Port wiring:
The bar under the picture is 50 µm long.
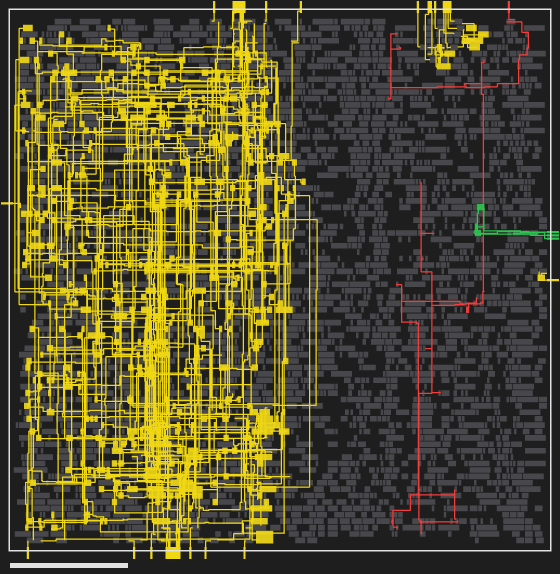
Drive-strength map:
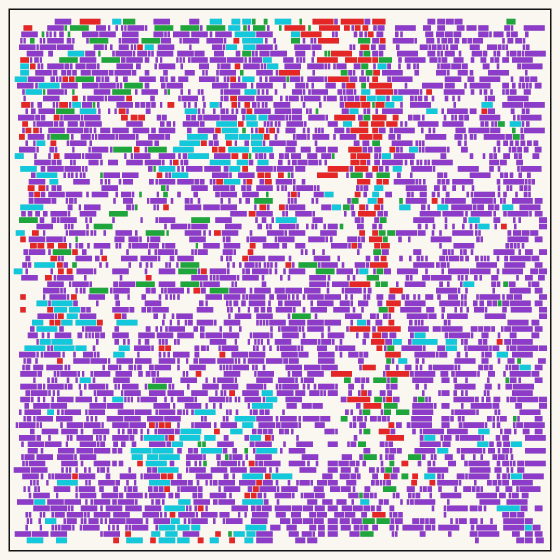
<file path="src/rtl/fp_pkg.sv">
`default_nettype none
// ============================================================================
// Module      : fp_pkg
// Description : Shared types and helpers for the pipelined FP multiplier.
// Revision    : 1.0 - initial release
// ============================================================================
package fp_pkg;

    typedef enum logic [2:0] {
        RNE = 3'd0,
        RTZ = 3'd1,
        RDN = 3'd2,
        RUP = 3'd3,
        RMM = 3'd4
    } rmode_e;

    typedef enum logic [1:0] {
        ZERO = 2'd0,
        NORM = 2'd1,
        INF  = 2'd2,
        NAN  = 2'd3
    } fp_class_e;

    // Exponent bias for an ew-bit exponent field.
    function automatic int bias(input int ew);
        return (1 << (ew - 1)) - 1;
    endfunction

    // Quiet NaN: sign 0, exponent all ones, fraction MSB set. Caller truncates.
    function automatic logic [127:0] canonical_nan(input int ew, input int fw);
        logic [127:0] v;
        v = ((128'd1 << ew) - 128'd1) << fw;
        v = v | (128'd1 << (fw - 1));
        return v;
    endfunction

    // Operand class; a zero exponent flushes regardless of fraction.
    function automatic fp_class_e classify(input logic exp_zero, input logic exp_ones,
                                           input logic frc_nz);
        if (exp_zero)
            return ZERO;
        else if (exp_ones)
            return frc_nz ? NAN : INF;
        else
            return NORM;
    endfunction

endpackage
`default_nettype wire

</file>
<file path="src/rtl/fp_round.sv">
`default_nettype none
// ============================================================================
// Module      : fp_round
// Description : Combinational rounding of a normalised significand; reports
//               carry into the exponent and post-rounding overflow.
// Revision    : 1.0 - initial release
// ============================================================================
module fp_round
    import fp_pkg::*;
#(
    parameter int EXP_W = 8,
    parameter int FRC_W = 23
) (
    input  logic                      i_sign,
    input  logic [FRC_W-1:0]          i_frac,
    input  logic                      i_guard,
    input  logic                      i_round,
    input  logic                      i_sticky,
    input  logic signed [EXP_W+1:0]   i_exp,
    input  rmode_e                    i_mode,
    output logic [FRC_W-1:0]          o_frac,
    output logic                      o_carry,
    output logic                      o_ovrf
);

    localparam logic signed [EXP_W+1:0] c_exp_ones = {2'b00, {EXP_W{1'b1}}};

    logic                    w_inexact;
    logic                    w_inc;
    logic [FRC_W:0]          w_sum;
    logic signed [EXP_W+1:0] w_exp_post;

    assign w_inexact = i_guard | i_round | i_sticky;

    // Decide whether the discarded bits push the fraction up one ulp.
    always_comb begin
        w_inc = 1'b0;
        case (i_mode)
            RNE:     w_inc = i_guard & (i_round | i_sticky | i_frac[0]);
            RTZ:     w_inc = 1'b0;
            RDN:     w_inc = w_inexact & i_sign;
            RUP:     w_inc = w_inexact & ~i_sign;
            RMM:     w_inc = i_guard;
            default: w_inc = 1'b0;
        endcase
    end

    assign w_sum      = {1'b0, i_frac} + {{FRC_W{1'b0}}, w_inc};
    assign o_frac     = w_sum[FRC_W-1:0];
    assign o_carry    = w_sum[FRC_W];
    assign w_exp_post = i_exp + $signed({{(EXP_W+1){1'b0}}, o_carry});
    assign o_ovrf     = (w_exp_post >= c_exp_ones);

endmodule
`default_nettype wire

</file>
<file path="src/rtl/fp_mul_pipe.sv">
`default_nettype none
// ============================================================================
// Module      : fp_mul_pipe
// Description : 3-stage pipelined floating-point multiplier with valid/ready
//               handshake, global stall, five rounding modes and flags.
// Revision    : 1.0 - initial release
// ============================================================================
module fp_mul_pipe
    import fp_pkg::*;
#(
    parameter int EXP_W = 8,
    parameter int FRC_W = 23
) (
    input  logic                   clk,
    input  logic                   rst,
    input  logic                   in_valid,
    output logic                   in_ready,
    input  logic [EXP_W+FRC_W:0]   fp_X,
    input  logic [EXP_W+FRC_W:0]   fp_Y,
    input  logic [2:0]             r_mode,
    output logic                   out_valid,
    input  logic                   out_ready,
    output logic [EXP_W+FRC_W:0]   fp_Z,
    output logic                   ovrf,
    output logic                   udrf
);

    localparam int c_w  = 1 + EXP_W + FRC_W;
    localparam int c_pw = 2 * FRC_W + 2;
    localparam int c_xw = EXP_W + 2;
    localparam logic [EXP_W-1:0]      c_exp_ones = {EXP_W{1'b1}};
    localparam logic signed [c_xw-1:0] c_bias    = c_xw'(bias(EXP_W));
    localparam logic [c_w-1:0]        c_nan      = c_w'(canonical_nan(EXP_W, FRC_W));

    logic w_adv;
    assign w_adv    = !out_valid || out_ready;
    assign in_ready = w_adv;

    // ---------------- S1: unpack / classify / multiply ----------------
    fp_class_e               w_cx, w_cy, w_cls;
    logic [c_pw-1:0]         w_prod;
    logic signed [c_xw-1:0]  w_esum;
    rmode_e                  w_mode;

    assign w_cx = classify(fp_X[c_w-2:FRC_W] == '0, fp_X[c_w-2:FRC_W] == c_exp_ones,
                           |fp_X[FRC_W-1:0]);
    assign w_cy = classify(fp_Y[c_w-2:FRC_W] == '0, fp_Y[c_w-2:FRC_W] == c_exp_ones,
                           |fp_Y[FRC_W-1:0]);

    // Resolve the special-case priority into one result class.
    always_comb begin
        w_cls = NORM;
        if (w_cx == NAN || w_cy == NAN || (w_cx == INF && w_cy == ZERO) ||
            (w_cx == ZERO && w_cy == INF))
            w_cls = NAN;
        else if (w_cx == INF || w_cy == INF)
            w_cls = INF;
        else if (w_cx == ZERO || w_cy == ZERO)
            w_cls = ZERO;
    end

    assign w_prod = {{(FRC_W+1){1'b0}}, 1'b1, fp_X[FRC_W-1:0]} *
                    {{(FRC_W+1){1'b0}}, 1'b1, fp_Y[FRC_W-1:0]};
    assign w_esum = $signed({2'b00, fp_X[c_w-2:FRC_W]}) +
                    $signed({2'b00, fp_Y[c_w-2:FRC_W]}) - c_bias;
    assign w_mode = (r_mode > 3'd4) ? RNE : rmode_e'(r_mode);

    logic                   r_s1_valid, r_s1_sign;
    fp_class_e              r_s1_cls;
    logic [c_pw-1:0]        r_s1_prod;
    logic signed [c_xw-1:0] r_s1_exp;
    rmode_e                 r_s1_mode;

    // Stage 1 register: capture operands on a transfer, bubble otherwise.
    always_ff @(posedge clk or posedge rst) begin
        if (rst) begin
            r_s1_valid <= 1'b0;
            r_s1_sign  <= 1'b0;
            r_s1_cls   <= ZERO;
            r_s1_prod  <= '0;
            r_s1_exp   <= '0;
            r_s1_mode  <= RNE;
        end else if (w_adv) begin
            r_s1_valid <= in_valid;
            r_s1_sign  <= fp_X[c_w-1] ^ fp_Y[c_w-1];
            r_s1_cls   <= w_cls;
            r_s1_prod  <= w_prod;
            r_s1_exp   <= w_esum;
            r_s1_mode  <= w_mode;
        end
    end

    // ---------------- S2: normalise ----------------
    logic [FRC_W-1:0]       w_frac;
    logic                   w_g, w_r, w_s;
    logic signed [c_xw-1:0] w_nexp;

    // Product lies in [1,4); a set MSB means one extra right shift.
    always_comb begin
        w_frac = r_s1_prod[2*FRC_W-1:FRC_W];
        w_g    = r_s1_prod[FRC_W-1];
        w_r    = r_s1_prod[FRC_W-2];
        w_s    = |r_s1_prod[FRC_W-3:0];
        w_nexp = r_s1_exp;
        if (r_s1_prod[c_pw-1]) begin
            w_frac = r_s1_prod[2*FRC_W:FRC_W+1];
            w_g    = r_s1_prod[FRC_W];
            w_r    = r_s1_prod[FRC_W-1];
            w_s    = |r_s1_prod[FRC_W-2:0];
            w_nexp = r_s1_exp + $signed({{(c_xw-1){1'b0}}, 1'b1});
        end
    end

    logic                   r_s2_valid, r_s2_sign, r_s2_g, r_s2_r, r_s2_s;
    fp_class_e              r_s2_cls;
    logic [FRC_W-1:0]       r_s2_frac;
    logic signed [c_xw-1:0] r_s2_exp;
    rmode_e                 r_s2_mode;

    // Stage 2 register: normalised significand plus rounding bits.
    always_ff @(posedge clk or posedge rst) begin
        if (rst) begin
            r_s2_valid <= 1'b0;
            r_s2_sign  <= 1'b0;
            r_s2_cls   <= ZERO;
            r_s2_frac  <= '0;
            r_s2_g     <= 1'b0;
            r_s2_r     <= 1'b0;
            r_s2_s     <= 1'b0;
            r_s2_exp   <= '0;
            r_s2_mode  <= RNE;
        end else if (w_adv) begin
            r_s2_valid <= r_s1_valid;
            r_s2_sign  <= r_s1_sign;
            r_s2_cls   <= r_s1_cls;
            r_s2_frac  <= w_frac;
            r_s2_g     <= w_g;
            r_s2_r     <= w_r;
            r_s2_s     <= w_s;
            r_s2_exp   <= w_nexp;
            r_s2_mode  <= r_s1_mode;
        end
    end

    // ---------------- S3: round / pack / flags ----------------
    logic [FRC_W-1:0]       w_rfrac;
    logic                   w_carry, w_rovf, w_udf, w_inf_ok;
    logic signed [c_xw-1:0] w_exp_post;
    logic [c_w-1:0]         w_z;
    logic                   w_of, w_uf;

    fp_round #(
        .EXP_W (EXP_W),
        .FRC_W (FRC_W)
    ) u_round (
        .i_sign   (r_s2_sign),
        .i_frac   (r_s2_frac),
        .i_guard  (r_s2_g),
        .i_round  (r_s2_r),
        .i_sticky (r_s2_s),
        .i_exp    (r_s2_exp),
        .i_mode   (r_s2_mode),
        .o_frac   (w_rfrac),
        .o_carry  (w_carry),
        .o_ovrf   (w_rovf)
    );

    assign w_exp_post = r_s2_exp + $signed({{(c_xw-1){1'b0}}, w_carry});
    assign w_udf      = r_s2_exp[c_xw-1] || (r_s2_exp == '0);
    assign w_inf_ok   = (r_s2_mode == RNE) || (r_s2_mode == RMM) ||
                        (r_s2_mode == RUP && !r_s2_sign) || (r_s2_mode == RDN && r_s2_sign);

    // Pack the result; underflow is checked first so the flags never coexist.
    always_comb begin
        w_z  = {r_s2_sign, w_exp_post[EXP_W-1:0], w_rfrac};
        w_of = 1'b0;
        w_uf = 1'b0;
        case (r_s2_cls)
            NAN:  w_z = c_nan;
            INF:  w_z = {r_s2_sign, c_exp_ones, {FRC_W{1'b0}}};
            ZERO: w_z = {r_s2_sign, {(c_w-1){1'b0}}};
            default: begin
                if (w_udf) begin
                    w_uf = 1'b1;
                    w_z  = {r_s2_sign, {(c_w-1){1'b0}}};
                end else if (w_rovf) begin
                    w_of = 1'b1;
                    w_z  = w_inf_ok ? {r_s2_sign, c_exp_ones, {FRC_W{1'b0}}}
                                    : {r_s2_sign, c_exp_ones - 1'b1, {FRC_W{1'b1}}};
                end
            end
        endcase
    end

    // Output register: holds while the consumer stalls.
    always_ff @(posedge clk or posedge rst) begin
        if (rst) begin
            out_valid <= 1'b0;
            fp_Z      <= '0;
            ovrf      <= 1'b0;
            udrf      <= 1'b0;
        end else if (w_adv) begin
            out_valid <= r_s2_valid;
            if (r_s2_valid) begin
                fp_Z <= w_z;
                ovrf <= w_of;
                udrf <= w_uf;
            end
        end
    end

endmodule
`default_nettype wire

</file>
<file path="config.mk">
export PLATFORM = sky130hd
export DESIGN_NAME = fp_mul_pipe
export DESIGN_NICKNAME = d
export VERILOG_FILES = /design/src/rtl/fp_pkg.sv /design/src/rtl/fp_round.sv /design/src/rtl/fp_mul_pipe.sv
export SDC_FILE = /design/constraint.sdc
export NUM_CORES = 2
export LEC_CHECK = 0
export ABC_AREA = 0
export ABC_CLOCK_PERIOD_IN_PS = 5800
export CAP_MARGIN = 25
export CELL_PAD_IN_SITES_DETAIL_PLACEMENT = 0
export CELL_PAD_IN_SITES_GLOBAL_PLACEMENT = 1
export CORE_UTILIZATION = 50
export CTS_BUF_LIST = sky130_fd_sc_hd__clkbuf_4 sky130_fd_sc_hd__clkbuf_8
export DETAILED_ROUTE_END_ITERATION = 10
export GPL_TIMING_DRIVEN = 0
export HOLD_SLACK_MARGIN = 0.1
export PLACE_DENSITY_LB_ADDON = 0.1
export SYNTH_ARGS = -nofsm -noshare
export SYNTH_HDL_FRONTEND = slang
export SYNTH_SLANG_ARGS = --single-unit
</file>
<file path="constraint.sdc">
create_clock -name clk -period 5.8 [get_ports clk]
set_input_delay 1.16 -clock clk [delete_from_list [all_inputs] [get_ports clk]]
set_output_delay 1.16 -clock clk [all_outputs]
set_load 0.1 [all_outputs]
</file>
==> results.txt <==
Physical implementation status

The worst setup path is captured at a flip-flop. The CTS H-tree depth stands at 4. The met2 track demand over resource in global routing stands at 58.2%. The max-cap check violation count stands at 0. The number of antenna violations at the first check in global routing stands at 4. The area of the core region stands at 50,600 µm².

Setup repair after global routing could not meet its margin everywhere. The detailed router reported a total wirelength of 87,300 µm. The vertical die dimension stands at 229 µm. The first global-routing pass estimated 134,000 µm of wire. sky130_fd_sc_hd__fa_1 takes more of the synthesized area than any other cell. On met1, the global router reports a usage of 43.6%. The clock insertion delay at the later pin of the skew report stands at 0.46 ns.

The total overflow left after global routing is 0. The total CTS buffers stands at 17. In the Yosys stats the netlist draws on 63 distinct library cells. The post-detailed-route via-to-cell ratio stands at 5.41. The detailed-routing wirelength on met1 stands at 34,800 µm. The via count stands at 20,900. The wire length per cell after detailed routing stands at 22.6 µm. The hold path depth stands at 2. The worst path in the final design needs a cycle of 7.44 ns, including I/O delays and setup.

STA classifies the critical path startpoint as an input pin. After synthesis, the cell types taking the most area are sky130_fd_sc_hd__fa_1 (37%), sky130_fd_sc_hd__dfrtp_1 (14%), sky130_fd_sc_hd__ha_1 (9.4%), sky130_fd_sc_hd__inv_1 (8.7%), sky130_fd_sc_hd__nand2_1 (6.3%). After detailed routing, the number of remaining DRC violations is 0. Summing every instance area after synthesis gives 25,800 µm². The registers of the reported paths see a clock transition of 0.07 ns. The fraction of registers with async set/reset stands at 100%. Looking at the post-CTS report, the setup buffer insertion count equals 112. The floorplan has 82 rows. The critical path is of the input pin to flip-flop type. The launch point of the worst register-to-register path is recorded as r_s2_mode[1].

The core utilization before placement stands at 51.1%. The die covers 52,600 µm². The worst hold path begins at r_s1_prod[4].

The mean post-synth cell area stands at 8.86 µm². The floorplan die width stands at 229 µm. The number of warning messages in the logs stands at 30. The path depth of the worst reg2reg path stands at 24. The most common logic cell in the final layout is sky130_fd_sc_hd__inv_1. The final timing report lists clock skew as 0.00833 ns. Looking at the gate-level netlist, the highest instance count belongs to sky130_fd_sc_hd__inv_1. In this run, post-CTS hold repair placed 0 buffers. The number of hold-slack violations in the final timing report stands at 0.

For hold timing, the worst endpoint is r_s1_prod[4]. The number of endpoints failing setup at the final stage stands at 36. In the detailed route, the total length drawn on met3 is 5800 µm. Per the cell usage report, the commonest logic cells after layout are sky130_fd_sc_hd__inv_1 (562), sky130_fd_sc_hd__fa_1 (451), sky130_fd_sc_hd__nand2_1 (421). The synthesis log from Yosys contains 0 warnings. Entering global routing, the biggest net connects 93 pins.

The cell sitting at the root of the clock tree is a sky130_fd_sc_hd__clkbuf_8. The endpoint required time on the critical path stands at 6.12 ns. The post-synthesis cell count from yosys stands at 2,916.

Once the clock tree was built, the resizer swapped 623 gates to a different size. The final reports fail on negative setup slack. The number of global-route vias before repair stands at 22,500. The commonest cells after synthesis are sky130_fd_sc_hd__inv_1 (597), sky130_fd_sc_hd__fa_1 (483), sky130_fd_sc_hd__nand2_1 (434). The number of nets in the final layout stands at 3,919.

The post-route netlist has 16.4% of its cells at a drive strength greater than 1. The path class of the tightest hold or removal check is flip-flop to flip-flop. The headroom to the max-slew limit stands at 33.3%. In this run the top signal layer used is met4.

The timing report gives the worst reg2reg path a setup slack of 0.65 ns. The post-route utilization of the core is recorded as 62.8%. Global routing consumed, over all layers together, 34.4% of the routing resources. The count of TritonRoute iterations in the first routing pass stands at 7. After global routing, the most crowded layer is met2. The critical path ends at r_s1_prod[40]. Per the post-route antenna check, the number of violating nets is 0.

The number of nets produced by synthesis stands at 3,664. The synthesis-to-finish area growth stands at 23.0%. After legalization and detailed placement, the total HPWL measured 69,600 µm. Yosys reports that the leading cell type by area covers 37.4% of the netlist area. The flip-flop and latch count after synthesis stands at 143.

The area reported by Yosys stat stands at 25,800 µm². The count of final max-slew check failures stands at 0. Counting along the longest clock path gives a buffer depth of 2.

The number of DRC markers after the initial detailed-route iteration stands at 1,428. Per Yosys stat, the portion of area used by sequential elements is 13.9%. The arrival time reported for the critical path endpoint stands at 7.76 ns. STA lists the endpoint of the worst register-to-register path as fp_Z[18]. The flow ran to the end, but the final reports show violations. The critical path in the final layout is reported with a setup slack of -1.64 ns. The period utilization stands at 128%.
## Picture notes: 'port wiring'
colour	port	bits	direction	edge	end cells	buffers	wire
green	r_mode	3	input	east	4	3	131 µm
yellow	fp_X	32	input	17 north, 13 south, 1 west, 1 east	541	130	19,600 µm
red	in_ready	1	output	north	1	4	660 µm
I/O pin cnt: 107
IO Port Bufs: 104

## Picture notes: 'drive-strength map'
colour	size	cells	share	most used
purple	drive 1 or less	2,661	84%	inv_1
red	drive 3 to 4	217	6.8%	buf_4
green	drive 2	136	4.3%	fa_2
cyan	drive 6 and up	170	5.3%	clkbuf_8

critical path, stage by stage:
cell	delay (ns)
sky130_fd_sc_hd__buf_6	0.15
sky130_fd_sc_hd__clkbuf_16	0.19
sky130_fd_sc_hd__buf_4	0.19
sky130_fd_sc_hd__nand2_1	0.10
sky130_fd_sc_hd__fa_1	0.50
sky130_fd_sc_hd__inv_1	0.06
sky130_fd_sc_hd__fa_1	0.49
sky130_fd_sc_hd__inv_1	0.06
sky130_fd_sc_hd__fa_1	0.45
sky130_fd_sc_hd__fa_1	0.42
sky130_fd_sc_hd__inv_1	0.08
sky130_fd_sc_hd__fa_1	0.44
sky130_fd_sc_hd__fa_1	0.57
sky130_fd_sc_hd__inv_2	0.04
sky130_fd_sc_hd__fa_2	0.57
sky130_fd_sc_hd__inv_2	0.06
sky130_fd_sc_hd__ha_4	0.27
sky130_fd_sc_hd__buf_4	0.15
sky130_fd_sc_hd__a21oi_4	0.16
sky130_fd_sc_hd__o21ai_4	0.09
sky130_fd_sc_hd__a221oi_2	0.25
sky130_fd_sc_hd__o21ai_2	0.12
sky130_fd_sc_hd__a2111oi_4	0.44
sky130_fd_sc_hd__o21ai_2	0.14
sky130_fd_sc_hd__buf_4	0.15
sky130_fd_sc_hd__a41oi_2	0.18
sky130_fd_sc_hd__xnor2_1	0.16
sky130_fd_sc_hd__a21oi_1	0.09
state kept, by name, indices dropped and copies added (netlist names), 2 cells and up:
register	count
r_s1_mode	3
r_s1_exp	10
fp_Z	32
r_s1_cls	2
r_s2_cls	2
r_s2_frac	23
r_s2_mode	3
r_s2_exp	10
r_s1_prod	48
metrics by stage:
stage / std cells / setup WS (ns) / TNS (ns) / cell area, µm²
final: 3860 / -1.64 / -42.81 / 31800
after global routing: 3857 / -1.79 / -47.73 / 31800
after CTS: 3838 / -1.46 / -37.41 / 31400
after detailed placement: 3693 / -3.48 / -98.36 / 28400
after global placement: 3692 / -3.44 / -240.28 / 28400
after floorplan: 2916 / -1.34 / -28.97 / 26500
kinds of logic (layout without fill, tap and decap cells):
| logic type | Yosys count | in the layout | share of synthesized area, % |
|---|---|---|---|
| muxes | 27 | 27 | 1.05 |
| buffers and inverters | 747 | 1015 | 10.9 |
| xor gates and xnor gates | 82 | 82 | 2.78 |
| other | 0 | 4 | 0 |
| DFF | 143 | 143 | 13.9 |
| and+or+nand+nor | 944 | 944 | 17.5 |
| AOI/OAI and AO/OA | 296 | 296 | 7.08 |
| adders and majority gates | 677 | 677 | 46.8 |
final cells by class:
type / instances / area, µm²
Multi-Input combinational cell: 2026 / 20400
Sequential cell: 143 / 3580
Buffer: 144 / 1840
Clock buffer: 23 / 310
Antenna cell: 4 / 10.0
Inverter: 600 / 2310
Fill cell: 4369 / 18800
Timing Repair Buffer: 239 / 2370
Tap cell: 672 / 841
Clock inverter: 9 / 82.6
